<file path="config.mk">
export PLATFORM = sky130hd
export DESIGN_NAME = logic_101
export DESIGN_NICKNAME = d
export VERILOG_FILES = /design/src/rtl/logic_101.sv
export SDC_FILE = /design/constraint.sdc
export NUM_CORES = 1
export LEC_CHECK = 0
export CAP_MARGIN = 25
export CELL_PAD_IN_SITES_DETAIL_PLACEMENT = 2
export CELL_PAD_IN_SITES_GLOBAL_PLACEMENT = 2
export CORE_MARGIN = 5
export CORE_UTILIZATION = 29
export CTS_BUF_LIST = sky130_fd_sc_hd__clkbuf_4 sky130_fd_sc_hd__clkbuf_8 sky130_fd_sc_hd__clkbuf_16
export DETAILED_ROUTE_END_ITERATION = 8
export PLACE_DENSITY = 0.77
export SLEW_MARGIN = 20
export SYNTH_ARGS = -nofsm -noshare
export SYNTH_HDL_FRONTEND = slang
export SYNTH_SLANG_ARGS = --single-unit
export TNS_END_PERCENT = 100
</file>
<file path="constraint.sdc">
create_clock -name iCLK -period 2.9 [get_ports iCLK]
set_input_delay 0.58 -clock iCLK [delete_from_list [all_inputs] [get_ports iCLK]]
set_output_delay 0.58 -clock iCLK [all_outputs]
set_load 0.05 [all_outputs]
</file>
<file path="src/rtl/logic_101.sv">
// Serial "101" pattern detector: Moore FSM with registered detect flag and a
// saturating count of detections since reset.
module logic_101 #(
  parameter int OVERLAP = 1,
  parameter int CNT_W   = 8
) (
  input  logic             iCLK,
  input  logic             iRST,
  input  logic             iIN,
  output logic             oOUT,
  output logic [CNT_W-1:0] oCOUNT,
  output logic [1:0]       oSTATE
);

  typedef enum logic [1:0] {
    IDLE = 2'd0,
    S1   = 2'd1,
    S10  = 2'd2,
    S101 = 2'd3
  } state_t;

  localparam logic [CNT_W-1:0] CNT_MAX = '1;

  state_t           state;
  state_t           next_state;
  logic             out_reg;
  logic [CNT_W-1:0] count_reg;

  // State register; reset wins over any transition on the same edge.
  always_ff @(posedge iCLK) begin
    if (iRST) begin
      state <= IDLE;
    end else begin
      state <= next_state;
    end
  end

  // Next-state logic; the S101 exit depends on whether the trailing 1 may
  // begin the next match. Any unexpected encoding falls back to IDLE.
  always_comb begin
    next_state = IDLE;
    case (state)
      IDLE:    next_state = iIN ? S1   : IDLE;
      S1:      next_state = iIN ? S1   : S10;
      S10:     next_state = iIN ? S101 : IDLE;
      S101: begin
        if (OVERLAP != 0) begin
          next_state = iIN ? S1 : S10;
        end else begin
          next_state = iIN ? S1 : IDLE;
        end
      end
      default: next_state = IDLE;
    endcase
  end

  // Detect flag and saturating counter, both updated when entering S101 so
  // the flag is a pure function of the registered state.
  always_ff @(posedge iCLK) begin
    if (iRST) begin
      out_reg   <= 1'b0;
      count_reg <= '0;
    end else begin
      out_reg <= (next_state == S101);
      if ((next_state == S101) && (count_reg != CNT_MAX)) begin
        count_reg <= count_reg + 1'b1;
      end
    end
  end

  assign oOUT   = out_reg;
  assign oCOUNT = count_reg;
  assign oSTATE = state;

endmodule

</file>
==> results_slide.txt <==
Run Summary

Worst setup path
  – CP Capture Type: output pin
  – CP Cell Sequence: clkdlybuf4s50_1
  – CP bufs+invs: 1
  – Worst Setup SP: oCOUNT[2]
  – Setup Crit Path Kind: register to output pin
  – Crit-path slowest cell: clkdlybuf4s50_1
  – Worst-case reg-to-reg path depth: 4
  – CP Launch Type: register
  – Crit path depth: 1
  – CP Capture Point: oCOUNT[2]
  – Reg-to-reg slack, setup: 1300 ps
  – Req. time, crit path: 2320 ps

Cells and area
  – Top cell category: multi-input combinational cells
  – # diodes: 0
  – Flop share of the area: 30.3%
  – Non-clock buffers: 13
  – Logic area: 308 um^2
  – Total Nets Final: 76
  – Final Cell Area: 727 um^2
  – Final-layout clock buffer total: 4
  – Layout non-clock buf frac: 17.9%
  – Fillcell total: 203

GRT
  – Met2 usage: 16.7%
  – Initial antenna violation count: 0
  – Overall Global Routing Usage: 11.9%
  – Vias in the first global route: 494
  – Largest net degree at the start of global routing: 16
  – Met1 track demand over resource: 15.8%

Synthesis
  – Area share, top type: 40.8%
  – Yosys aoi share: 15.5%
  – Post-Synth Simple-Gate Area: 31.1%
  – Yosys xor share: 0%
  – Top cell type by total area after synthesis: dfxtp_1
  – Synth Warn #: 0
  – Cells in synth_stat.txt: 55
  – Instance tally after logic synthesis: 55
  – Post-Synth Adder-Cell Area: 2.32%
  – Top cells by area: dfxtp_1, nor2b_1, a211oi_1
  – Mux share: 8.12%
  – Floorplan Nets: 59

Floorplanning
  – # Taps: 25
  – Die ar.: 2820 um^2
  – Num rows: 15
  – I/O pin count: 14

Power
  – Combinational power: 0.0214 mW
  – Combinational share of power: 7.4%
  – Seq power: 0.155 mW
  – Clock share of power: 39.4%
  – Peak supply drop: 0.184 mV
  – Sw power: 0.0667 mW
  – Max power group: registers
  – Clk. pwr: 0.115 mW
  – Sw frac: 23.0%

Detailed routing
  – Drt initial violations: 3
  – Post-route antenna net violation count: 0
  – Highest Signal Layer: met4
  – Wire length per cell: 14.5 um
  – Vias per cell: 5.10
  – DRT Wirelength: 1390 um
  – Met1 WL: 711 um
  – Met2 wire len: 590 um
  – Total number of vias: 490

Worst hold path
  – Hold path depth: 2
  – Endpoint, Worst Hold: oCOUNT[1]

Clocking
  – Latency at later pin: 270 ps
  – TritonCTS Buffers: 3
  – Clk sink count: 11
  – Reg clk slew, reported paths: 70 ps
  – CTS Root Cell: clkbuf_4
  – CTS tree: done
  – Longest Clk Path Bufs: 2

Job
  – Maxcap violations: 0

Run status
  – Status: finished, final reports clean

Placed design
  – Pre-CTS setup slack: 830 ps
  – # port buffers: 13

Final timing
  – Final Skew: 3.99 ps
  – Clock period minus worst slack: 2200 ps
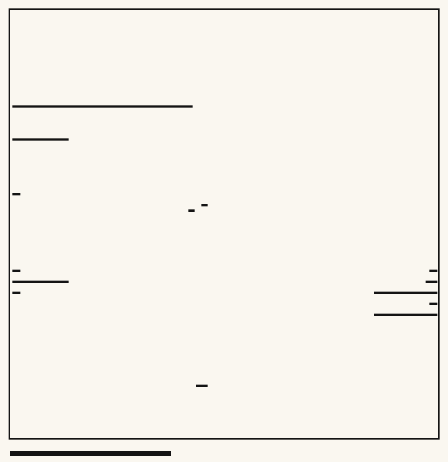
**Above:** M3 wires.
Scale bar: 20 um.
The longest straight run is 22.1 um. 12 nets have wire on it. The layer holds 4.1% of the routed length. The layer carries 56.8 um of wire. The wires run mostly horizontal.

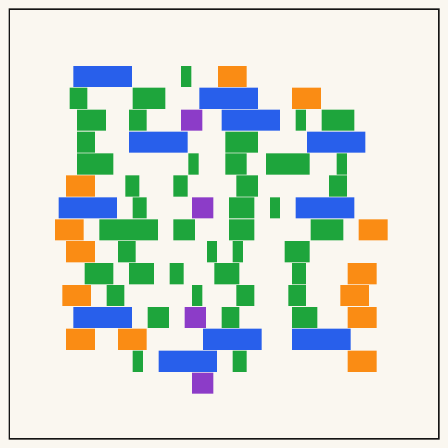
**Above:** cells colored by class.
flip-flops: marked blue, cells 11, share of their area 32%. clock drivers and dummy loads: marked purple, cells 4, share of their area 4.3%. all other logic: marked green, cells 43, share of their area 45%. other buffers and delay cells: marked orange, cells 13, share of their area 19%.

Power is estimated from default activity; no workload was simulated.
